Run 1, sizing map:
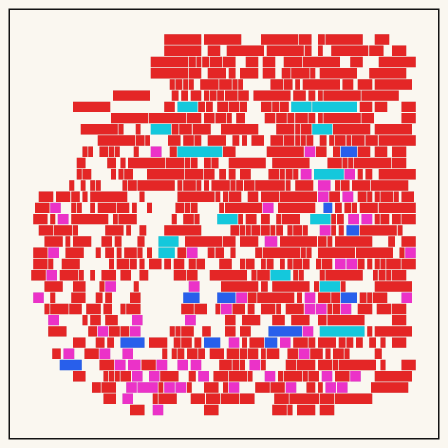
Run 1, track usage over the die:
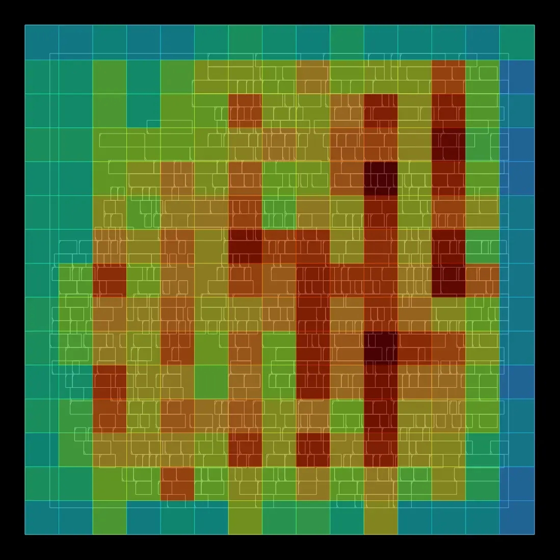
Run 1, wires at chosen ports, followed through buffers:
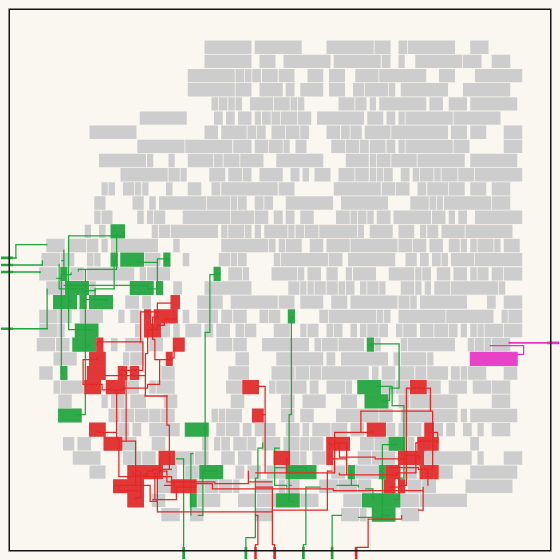
**config.mk**
```make
export PLATFORM = sky130hd
export DESIGN_NAME = alu_op_responder
export DESIGN_NICKNAME = d
export VERILOG_FILES = /design/src/rtl/alu_op_responder.sv
export SDC_FILE = /design/constraint.sdc
export NUM_CORES = 1
export LEC_CHECK = 0
export CAP_MARGIN = 20
export CORE_MARGIN = 5
export CORE_UTILIZATION = 52
export CTS_CLUSTER_SIZE = 16
export DETAILED_ROUTE_END_ITERATION = 16
export PLACE_DENSITY = 0.82
export SLEW_MARGIN = 10
export SYNTH_ARGS = -nofsm -noshare
export SYNTH_HDL_FRONTEND = slang
export SYNTH_SLANG_ARGS = --single-unit
```
**constraint.sdc**
```tcl
create_clock -name clk -period 2.7 [get_ports clk]
set_input_delay 0.27 -clock clk [delete_from_list [all_inputs] [get_ports clk]]
set_output_delay 0.27 -clock clk [all_outputs]
set_load 0.02 [all_outputs]
```
**src/rtl/alu_op_responder.sv**
```systemverilog
// alu_op_responder
// ----------------
// Sequential WIDTH-bit ALU responder. It accepts one operation at a time
// on a valid/ready request channel and returns a registered result on a
// valid/ready response channel. Logic, add and sub results are registered
// on the accept edge. MUL runs an iterative shift-add over WIDTH cycles,
// then spends one more cycle registering the product.
//
// Ports:
//   clk        - system clock, rising edge
//   reset      - asynchronous, active-high reset
//   req_valid  - request present
//   req_ready  - responder can accept a request (IDLE and not in reset)
//   req_op     - 000 AND, 001 OR, 010 XOR, 011 ADD, 100 SUB, 101 MUL,
//                110/111 reserved
//   req_a      - operand A
//   req_b      - operand B
//   rsp_valid  - response present
//   rsp_ready  - consumer accepts the response
//   rsp_f      - result (low half of the product for MUL)
//   rsp_hi     - high half of the product for MUL, 0 otherwise
//   rsp_carry  - carry out (ADD), no-borrow (SUB), hi != 0 (MUL), else 0
//   rsp_zero   - result is zero (whole product for MUL)
//   rsp_err    - reserved opcode was received
module alu_op_responder #(
    parameter int WIDTH = 8
) (
    input  logic             clk,
    input  logic             reset,
    input  logic             req_valid,
    output logic             req_ready,
    input  logic [2:0]       req_op,
    input  logic [WIDTH-1:0] req_a,
    input  logic [WIDTH-1:0] req_b,
    output logic             rsp_valid,
    input  logic             rsp_ready,
    output logic [WIDTH-1:0] rsp_f,
    output logic [WIDTH-1:0] rsp_hi,
    output logic             rsp_carry,
    output logic             rsp_zero,
    output logic             rsp_err
);

    localparam int CNT_W = $clog2(WIDTH + 1);

    localparam logic [1:0] ST_IDLE = 2'd0;
    localparam logic [1:0] ST_MUL  = 2'd1;
    localparam logic [1:0] ST_RESP = 2'd2;

    localparam logic [2:0] OP_AND = 3'b000;
    localparam logic [2:0] OP_OR  = 3'b001;
    localparam logic [2:0] OP_XOR = 3'b010;
    localparam logic [2:0] OP_ADD = 3'b011;
    localparam logic [2:0] OP_SUB = 3'b100;
    localparam logic [2:0] OP_MUL = 3'b101;

    logic [1:0]         state;
    logic [2*WIDTH-1:0] mcand;
    logic [2*WIDTH-1:0] acc;
    logic [WIDTH-1:0]   mplier;
    logic [CNT_W-1:0]   count;

    logic               accept;
    logic [WIDTH:0]     sum;
    logic [WIDTH:0]     diff;
    logic [WIDTH-1:0]   alu_f;
    logic               alu_carry;
    logic               alu_err;

    // Ready is gated by reset, so a requester never sees ready while the
    // block is being held in reset.
    assign req_ready = (state == ST_IDLE) && !reset;
    assign accept    = req_valid && req_ready;

    // Single-cycle result path. The extra top bit of sum/diff is the carry
    // out of the add, or the borrow of the subtract (borrow=1 means A<B).
    // Reserved opcodes fall through to f=0 with the error flag raised.
    always_comb begin
        sum       = {1'b0, req_a} + {1'b0, req_b};
        diff      = {1'b0, req_a} - {1'b0, req_b};
        alu_f     = '0;
        alu_carry = 1'b0;
        alu_err   = 1'b0;
        case (req_op)
            OP_AND: alu_f = req_a & req_b;
            OP_OR:  alu_f = req_a | req_b;
            OP_XOR: alu_f = req_a ^ req_b;
            OP_ADD: begin
                alu_f     = sum[WIDTH-1:0];
                alu_carry = sum[WIDTH];
            end
            OP_SUB: begin
                alu_f     = diff[WIDTH-1:0];
                alu_carry = !diff[WIDTH];
            end
            OP_MUL: alu_f = '0;
            default: alu_err = 1'b1;
        endcase
    end

    // Control and datapath registers. MUL iterates while the counter is
    // non-zero; the cycle after it reaches zero registers the product, so
    // rsp_valid rises WIDTH+1 cycles after the accept edge. The rsp_*
    // registers keep their last value in IDLE; only reset clears them.
    always_ff @(posedge clk or posedge reset) begin
        if (reset) begin
            state     <= ST_IDLE;
            mcand     <= '0;
            acc       <= '0;
            mplier    <= '0;
            count     <= '0;
            rsp_valid <= 1'b0;
            rsp_f     <= '0;
            rsp_hi    <= '0;
            rsp_carry <= 1'b0;
            rsp_zero  <= 1'b0;
            rsp_err   <= 1'b0;
        end else begin
            case (state)
                ST_IDLE: begin
                    if (accept) begin
                        if (req_op == OP_MUL) begin
                            mcand  <= {{WIDTH{1'b0}}, req_a};
                            mplier <= req_b;
                            acc    <= '0;
                            count  <= CNT_W'(WIDTH);
                            state  <= ST_MUL;
                        end else begin
                            rsp_f     <= alu_f;
                            rsp_hi    <= '0;
                            rsp_carry <= alu_carry;
                            rsp_zero  <= (alu_f == '0);
                            rsp_err   <= alu_err;
                            rsp_valid <= 1'b1;
                            state     <= ST_RESP;
                        end
                    end
                end
                ST_MUL: begin
                    if (count != '0) begin
                        if (mplier[0]) begin
                            acc <= acc + mcand;
                        end
                        mcand  <= mcand << 1;
                        mplier <= mplier >> 1;
                        count  <= count - CNT_W'(1);
                    end else begin
                        rsp_f     <= acc[WIDTH-1:0];
                        rsp_hi    <= acc[2*WIDTH-1:WIDTH];
                        rsp_carry <= (acc[2*WIDTH-1:WIDTH] != '0);
                        rsp_zero  <= (acc == '0);
                        rsp_err   <= 1'b0;
                        rsp_valid <= 1'b1;
                        state     <= ST_RESP;
                    end
                end
                ST_RESP: begin
                    if (rsp_ready) begin
                        rsp_valid <= 1'b0;
                        state     <= ST_IDLE;
                    end
                end
                default: begin
                    rsp_valid <= 1'b0;
                    state     <= ST_IDLE;
                end
            endcase
        end
    end

endmodule

```
==> summary.txt, run 1 <==
Purpose: to document the outcome of synthesis and place and route.

Final timing
The final cycle utilization of the critical path is 0.964. The post-route minimum period is 2.60 ns. The normalized max-slew margin is 0.450.

The final report lists the setup-violating endpoint count as 0. The maximum frequency from static timing analysis is between 0.3 and 0.4 GHz.

Final layout
The top cell types in the final layout, fill and taps aside, are 74 x sky130_fd_sc_hd__nand2_1, 66 x sky130_fd_sc_hd__dfrtp_1, 58 x sky130_fd_sc_hd__buf_4, 43 x sky130_fd_sc_hd__nor2_1, 43 x sky130_fd_sc_hd__clkdlybuf4s50_1. The most frequently placed logic cell in the final layout is sky130_fd_sc_hd__nand2_1. In the layout the tool counted multi-input logic cells amounting to a little under 400. The cell class with the largest area share is multi-input combinational cells. The clock buffer count in the final layout is 9.

Routing
The top layer used by detailed routing is met4. The overall via count from detail_route is 4351. The first-iteration detailed-routing DRC count is around 240.

Die
The share of the core filled by cells before placement is 0.529. According to the floorplan report, the total die area is 10800 µm². Per the OpenROAD floorplan log, the width of the die is about 100 µm.

Job
The number of max-cap violations is 0.

Setup path
Along the worst path, the maximum fanout reaches 3. The kind of launch point of the worst setup path is a flop. The worst reg-to-reg path cell count is 9. The beginning of the critical path is mcand[0]$_DFFE_PP0P_. The critical path crosses 9 cells after its start point. In this design, the stage delay of the slowest critical-path cell is 0.43 ns. On the critical path the largest part of the delay comes from AND-OR/OR-AND gates.

Synth
For this run, the register share of the synthesized area comes to 0.362. The synthesized design contains 0 enable-type register cells. The area share of the largest cell type after synthesis is 0.362. The library cell occupying the most area in the post-synthesis netlist is sky130_fd_sc_hd__dfrtp_1. Yosys reports that the most numerous cell types are 74 x sky130_fd_sc_hd__nand2_1, 66 x sky130_fd_sc_hd__dfrtp_1, 43 x sky130_fd_sc_hd__nor2_1.

Status
The run finished with clean final reports.

Pwr
The power report attributes to the sequential group a share of 0.345. Per the power-grid run, VDD falls by no more than between 0.0003 and 0.0004 V. The internal power is 0.00290 W. The switching share of power is 0.400.

Hold path
The path type of the worst min-delay path is reg -> reg. STA shows the worst min-delay path finishing at rsp_valid$_DFFE_PP0P_.

Clock tree
Looking at the clock tree report, the H-tree level count equals 3. The post-CTS setup repair buffer count is 0.

Placed design
The final weighted congestion in routability-driven placement is just under 1.
Back to the opening pictures, 'sizing map':
Red shows _0 and _1 cells, cells 523, share 85%. Magenta shows _3 and _4 cells, cells 64, share 10%. Cyan shows _6 and larger, cells 14, share 2.3%. Blue shows _2 cells, cells 11, share 1.8%.
Signal buffers: 102
Area growth syn-to-layout: 25.8%
final worst-path setup slack: 0.0984 ns

Back to the opening pictures, 'track usage over the die':
GRT met2 Usage: 0.377
GR Util met3: 0.0404
global-route total usage across every layer: 0.234
met1 usage in global routing: 0.318

Back to the opening pictures, 'wires at chosen ports, followed through buffers':
Green shows req_a, bits 8, direction input, edge 4 bottom, 4 left, end cells 32, buffers 14, wire 477 µm. Red shows req_op, bits 3, direction input, edge bottom, end cells 43, buffers 9, wire 589 µm. Magenta shows rsp_valid, bits 1, direction output, edge right, end cells 1, buffers 1, wire 17.3 µm.
number of top-level design ports: 44
number of port buffers: 43

==> run 1: power by group through the flow <==
| stage | clock network, W | registers [W] | logic, W |
|---|---|---|---|
| 2_1_floorplan | 0 | 0.00161 | 0.00144 |
| 3_3_place_gp | 0 | 0.00165 | 0.00198 |
| 3_5_place_dp | 0 | 0.00167 | 0.00207 |
| 4_1_cts | 0.00106 | 0.00166 | 0.00210 |
| 5_1_grt | 0.00110 | 0.00170 | 0.00235 |
| 6_report | 0.00105 | 0.00167 | 0.00212 |
==> run 1: metrics by stage <==
stage | setup slack, ns | util | instance area [µm²] | power (W) | setup TNS (ns)
floorplan | 0.0847 | - | 4570 | 0.00305 | 0
global placement | -0.194 | 0.634 | 5470 | 0.00364 | -0.664
detailed placement | -0.286 | 0.634 | 5470 | 0.00374 | -1.20
CTS | 0.0711 | 0.663 | 5720 | 0.00482 | 0
global route | -0.00546 | 0.665 | 5740 | 0.00515 | -0.00546
finish | 0.0984 | 0.665 | 5740 | 0.00484 | 0
==> run 1: cells by family after synthesis <==
| group | count (synthesis) | share of synthesized area |
|---|---|---|
| AND/OR/NAND/NOR | 164 | 0.162 |
| multiplexers | 7 | 0.0159 |
| buffers and inverters | 60 | 0.0540 |
| flip-flops | 66 | 0.362 |
| XOR/XNOR | 13 | 0.0249 |
| AND-OR/OR-AND | 167 | 0.256 |
| adder cells (fa/ha/maj) | 44 | 0.125 |
==> run 1: timing repair <==
item                                    4_1_cts  5_1_grt
resized                                       0        5
endpoints found under the setup margin        0        3
hold endpoints to repair                      0        0
==> run 1: registers in the layout, summed over array words and instances, names as in the netlist <==
register,flops
state,2
rsp_carry,1
rsp_err,1
rsp_hi,8
mplier,8
count,4
rsp_valid,1
rsp_f,8
acc,16
mcand,16
rsp_zero,1
==> run 2, diff against run 1 <==
- CTS_CLUSTER_SIZE: 16 -> not set
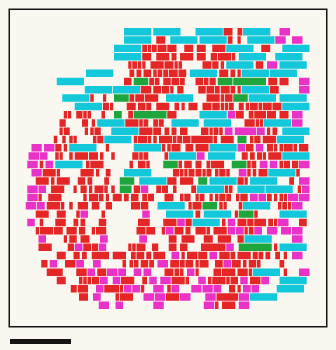
Run 2: cell classes on the final placement
Bar = 20 µm.
Red shows combinational and other logic, cells 428, share of their area 50%. Magenta shows other buffers and delay cells, cells 102, share of their area 16%. Green shows clock drivers and dummy loads, cells 16, share of their area 4.5%. Cyan shows flops, cells 66, share of their area 29%.
core utilization of the finished layout: 0.665
final design instance area without fill: 5740 µm²
fraction of area in registers: 0.288

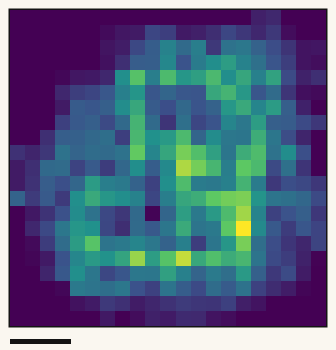
Run 2: routed metal per tile
Bar = 20 µm. 21 x 21 tiles, from dark purple (low) to yellow (high), scaled to the fullest tile. Values are wire area over tile area, all layers added.
The fullest tile reaches 0.72. 16% of the tiles are over half the peak. 21% of the tiles are nearly empty. The mean over all tiles is 0.19. The emptiest ninth of the die: top left. The densest ninth of the die: middle.
detailed-route wire length: 12700 µm
Avg WL per Cell: 17.7 µm
via count: 4351

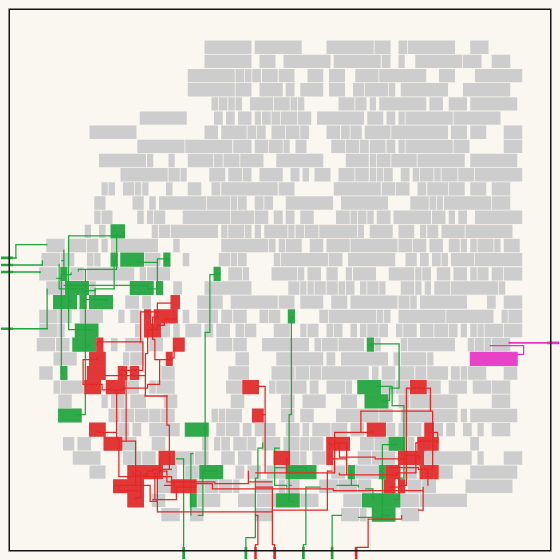
Run 2: wires at chosen ports, followed through buffers

==> summary.txt, run 2 <==
Purpose: to document the outcome of synthesis and place and route.

Pwr
Of the total power, the share spent switching nets is 0.400. The biggest power consumer among the groups is combinational cells. The largest vdd supply drop is roughly 0.00038 V.

After layout, the design draws a total of ~0.0048 W. Of the total power, registers draw 0.345. The internal power is about 0.0029 W. The power drawn by the clock network is 0.00105 W. The flow reports power dissipated in combinational cells as about 0.0021 W.

Die
Row generation in the floorplan step produced 34 rows. The share of the core filled by cells before placement is 0.529. The total die area is roughly 11000 µm². The number of top-level design ports is approximately 44. In this run the horizontal extent of the chip is around 100 µm.

Clock tree
The number of H-tree levels is 3. The maximum buffer depth of the clock tree is 2. Post-CTS timing repair inserted 0 buffers for setup.

Synth
The area fraction of the largest cell type after synthesis is 0.362. The number of nets at floorplan is between 500 and 600. Among all cell types in the netlist, the one instantiated most often is sky130_fd_sc_hd__nand2_1. The number of enable-type register cells in the synthesized netlist is 0.

The library cell occupying the most area in the post-synthesis netlist is sky130_fd_sc_hd__dfrtp_1. Per the post-synthesis stats, the area per cell is just under 9 µm². The commonest cells after synthesis are 74 x sky130_fd_sc_hd__nand2_1, 66 x sky130_fd_sc_hd__dfrtp_1, 43 x sky130_fd_sc_hd__nor2_1.

Final layout
The layout overhead on the synthesized area is 25.8%. The largest registers in the layout are acc (16), mcand (16). The top cell types in the final layout, fill and taps aside, are 74 x sky130_fd_sc_hd__nand2_1, 66 x sky130_fd_sc_hd__dfrtp_1, 58 x sky130_fd_sc_hd__buf_4, 43 x sky130_fd_sc_hd__nor2_1, 43 x sky130_fd_sc_hd__clkdlybuf4s50_1.

Global routing
The combined global-route utilization of all metal layers is 0.234.

Final timing
The number of endpoints failing setup at the final stage is 0. Dividing the final minimum period by the clock period gives 0.964. Setup total negative slack on the finished layout was measured at 0 ns.

The worst path needs 2.60 ns of the cycle, external delays included. For this run, the top clock speed supported by timing is 0.384 GHz. The normalized max-slew margin is 0.450. After layout, the worst setup slack is 0.0984 ns. The setup clock skew after layout is 0.0100 ns.

Routing
The detailed router finished its first iteration with 242 violations.

Job
The number of max-cap violations is 0.

Setup path
The largest fanout on the critical path is 3. The kind of launch point of the worst setup path is a flop. The worst reg-to-reg path cell count is 9. The beginning of the critical path is mcand[0]$_DFFE_PP0P_. The reg-to-reg setup timing slack is between 0.09 and 0.1 ns.

In this design, the stage delay of the slowest critical-path cell is approximately 0.43 ns.

Hold path
The path with the worst hold slack has its endpoint at rsp_valid$_DFFE_PP0P_. The min-delay analysis places its worst path in the category reg -> reg.

Placed design
The final weighted congestion in routability-driven placement is a little under 1. The post-placement setup slack is -0.286 ns. The quantity of I/O buffers inserted on ports is about 43. After detailed placement, the total cell area comes to between 5000 and 6000 µm².

Status
The flow ran to the end, and the final reports show no timing, DRC or antenna violations.
-- run 2: cell counts after synthesis --
Identical to the previous run, type by type.
-- run 2: cell families (layout without fill, tap and decap cells) --
| group | after synthesis | in the layout | synth area share |
|---|---|---|---|
| xor+xnor | 13 | 13 | 0.0249 |
| compound gates | 167 | 167 | 0.256 |
| fa+ha+maj | 44 | 44 | 0.125 |
| simple gates | 164 | 164 | 0.162 |
| buf+inv | 60 | 151 | 0.0540 |
| mux | 7 | 7 | 0.0159 |
| flops | 66 | 66 | 0.362 |
-- run 2: through the flow --
| step | utilization | hold slack [ns] |
|---|---|---|
| CTS | 0.663 | 0.486 |
| global route | 0.665 | 0.520 |
| detailed placement | 0.634 | 0.466 |
| finish | 0.665 | 0.482 |
| global placement | 0.634 | 0.457 |
| floorplan | - | 0.410 |
-- run 2: critical path, delay by kind of cell, from the launching register on --
| kind | cells | cell delay, ns |
|---|---|---|
| AND-OR/OR-AND | 6 | 1.18 |
| flip-flops | 1 | 0.43 |
| XOR/XNOR | 1 | 0.15 |
| adder cells (fa/ha/maj) | 2 | 0.69 |
-- run 2: layer usage --
metal,vias up,GRT usage,share of wire
met1,2084,0.318,0.43
met4,0,0.0851,0.024
met5,-,0,0
met2,168,0.377,0.48
li1,2069,-,-
met3,30,0.0404,0.065
-- run 2: final cells by class --
cell class                 instances  area [µm²]
inverter                          33         128
tap                              108         135
multi-input combinational        395        2690
fill                             699        2890
sequential                        66        1650
clock buffer                       9         124
clock inverter                     7         126
timing repair buffer             102         886
-- run 2: repair_timing --
item | CTS | global route
endpoints found under the setup margin | 0 | 3
resized | 0 | 5
hold buffers | 0 | 0
Run 2, track usage over the die:
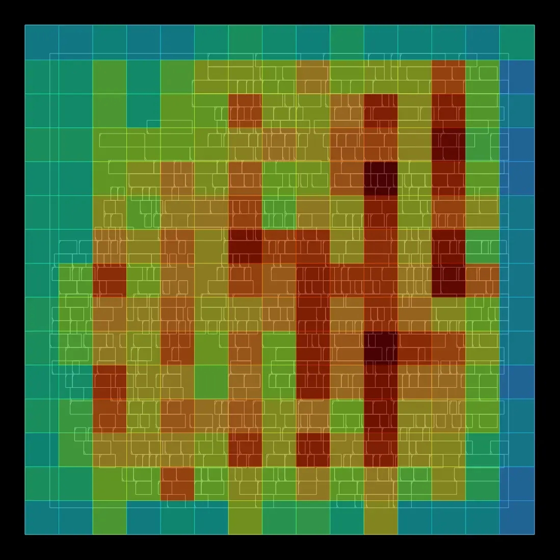

==> run 3, diff against run 2 <==
- ABC_AREA: not set -> 1
- PLACE_DENSITY: 0.82 -> 0.81
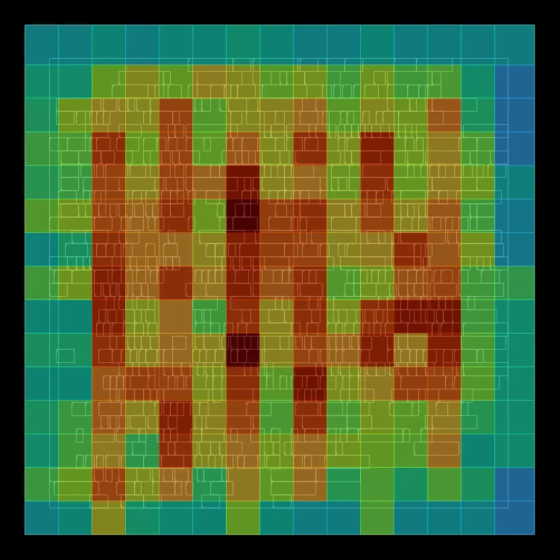
Run 3: track usage over the die
Avg WL per Cell: 15.8 µm
core utilization of the finished layout: 0.631
GR Util met3: 0.0456
met1 usage in global routing: 0.262

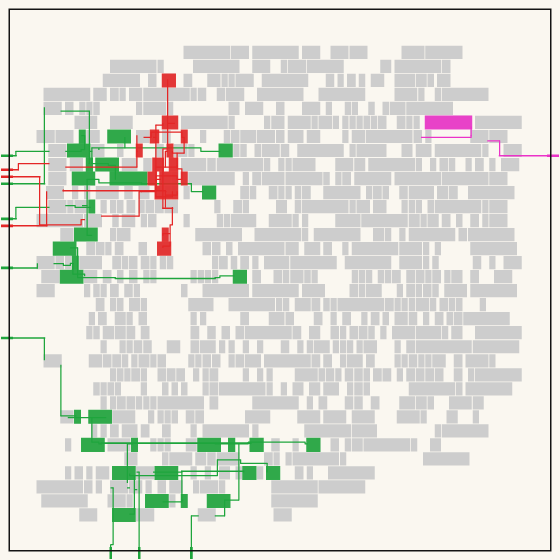
Run 3: wires at chosen ports, followed through buffers
Green shows req_a, bits 8, direction input, edge 5 left, 3 bottom, end cells 31, buffers 13, wire 414 µm. Red shows req_op, bits 3, direction input, edge left, end cells 18, buffers 5, wire 206 µm. Magenta shows rsp_valid, bits 1, direction output, edge right, end cells 1, buffers 1, wire 26.3 µm.

==> summary.txt, run 3 <==
Purpose: to document the outcome of synthesis and place and route.

Status
The flow ran to the end, and the final reports show no timing, DRC or antenna violations.

Setup path
The worst stage delay on the critical path is ~0.48 ns. Setup slack on the worst reg-to-reg path comes out at approximately 0.4 ns. The number of buffer and inverter stages on the critical path is 1.

The beginning of the critical path is req_b[0]. The path length in cells of the critical path is 13. The kind of launch point of the worst setup path is a primary input.

Synth
The xor and xnor fraction of the mapped netlist area is 0.0131. The synthesized design contains roughly 66 register bits. Per the post-synthesis report, the number of cells in the design is 626. The commonest cells after synthesis are 136 x sky130_fd_sc_hd__nand2_1, 91 x sky130_fd_sc_hd__inv_1, 66 x sky130_fd_sc_hd__dfrtp_1. Sorting the synthesis cell report by count puts at the top sky130_fd_sc_hd__nand2_1.

The share of the Yosys chip area taken by registers is 0.354. The post-synth count of flops with an enable pin is 0. The proportion of synthesized area in mux cells is 0. sky130_fd_sc_hd__dfrtp_1 takes more of the synthesized area than any other cell. The number of nets at floorplan is between 600 and 700. In this run, the synthesized area fraction spent on AND-OR/OR-AND gates is recorded as 0.177. The cell-mix breakdown from Yosys lists the simple-gate area share as 0.237. After synthesis, the mean cell area works out to between 7 and 8 µm².

Final layout
The largest registers in the layout are acc (16), mcand (16). The most common logic cell in the final layout is sky130_fd_sc_hd__nand2_1. The tally of filler cells in the layout is roughly 770.

Per the cell usage report, the commonest logic cells after layout are 136 x sky130_fd_sc_hd__nand2_1, 90 x sky130_fd_sc_hd__inv_1, 66 x sky130_fd_sc_hd__dfrtp_1, 62 x sky130_fd_sc_hd__o21ai_0, 46 x sky130_fd_sc_hd__nand3_1.

Placed design
The final weighted congestion in routability-driven placement is between 0.9 and 1. The placed cell count is roughly 800.

Clock tree
The H-tree generated during clock tree synthesis spans 3 levels. The number of hold buffers added after cts is 0. Gates resized during post-CTS repair numbered 0.

The post-CTS setup repair buffer count is 0.

Die
The share of the core area taken by cells at floorplan is 0.536. The total die area is 11000 µm². Row generation in the floorplan step produced 34 rows.

Pwr
In this run the VDD rail shows a maximum IR drop of 0.000294 V. Power comes to around 0.0044 W.

Final timing
The maximum frequency from static timing analysis is approximately 0.42 GHz. The number of endpoints failing setup at the final stage is 0. Of the available clock period, the critical path in the final layout requires 0.878.

Counting I/O delays and the setup requirement, the final critical path takes around 2.4 ns. Per the final report, max-transition violations number 0. Across all checked pins, the minimum headroom to the slew limit is 0.605.

The setup clock skew after layout is around 0.0094 ns. After routing, the total negative slack on setup checks comes to 0 ns.

Hold path
The path type of the worst min-delay path is in -> async.

Global routing
Across every metal layer, demand over resource in global routing totals 0.229.

Routing
Per the detail_route report, the via count comes to 4480. The first-iteration detailed-routing DRC count is approximately 220. The aggregate routed wire length is 12500 µm.

Job
The number of maximum-capacitance violations recorded for the run is 0.
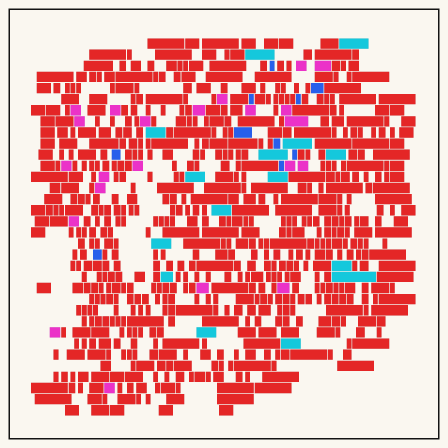
Run 3: sizing map
Cyan shows _6 and larger, cells 15, share 2.2%. Red shows _0 and _1 cells, cells 638, share 93%. Blue shows _2 cells, cells 10, share 1.5%. Magenta shows _3 and _4 cells, cells 22, share 3.2%.
Area growth syn-to-layout: 17.9%
final design instance area without fill: 5510 µm²
final worst-path setup slack: 0.331 ns

==> run 3: stage by stage <==
stage / instance area [µm²] / setup WS, ns / hold WS [ns] / util
3_5_place_dp: 5310 / 0.0210 / 0.472 / 0.608
4_1_cts: 5510 / 0.402 / 0.328 / 0.631
3_3_place_gp: 5310 / 0.0491 / 0.466 / 0.608
5_1_grt: 5510 / 0.118 / 0.367 / 0.631
2_1_floorplan: 4670 / 0.775 / 0.443 / -
6_report: 5510 / 0.331 / 0.321 / 0.631
==> run 3: kinds of logic (layout without fill, tap and decap cells) <==
kind of cell             after synthesis  count (layout)
adder cells (fa/ha/maj)               44              44
AND-OR/OR-AND                        142             142
XOR/XNOR                               7               7
flip-flops                            66              66
buffers and inverters                113             172
AND/OR/NAND/NOR                      254             254
==> run 3: where the power goes <==
part	internal, W	total, W	switching [W]
Clock	0.000432	0.000861	0.000429
Sequential	0.00132	0.00158	0.000257
Combinational	0.000775	0.00200	0.00122
Total	0.00253	0.00444	0.00191
==> run 3: worst reg2reg max path, delay by kind of cell (launching register included) <==
kind	cells	cell delay (ns)
buffers and inverters	1	0.12
AND/OR/NAND/NOR	6	0.53
AND-OR/OR-AND	3	0.46
flip-flops	1	0.43
adder cells (fa/ha/maj)	2	0.64
==> run 3: cell type report <==
class	count	area, µm²	share of cell area
clock buffer	9	124	0.0225
clock inverter	7	77.6	0.0141
inverter	95	357	0.0648
multi-input combinational	447	2570	0.467
sequential	66	1650	0.300
tap	108	135	0.0245
timing repair buffer	61	591	0.107
==> run 3: layer usage <==
metal	global-route usage	wire, µm	vias to the layer above
met5	0	0	-
met4	0.0922	369	0
met3	0.0456	690	35
met2	0.416	6480	170
met1	0.262	4980	2090
li1	-	-	2185
Power and IR drop assume default switching activity.
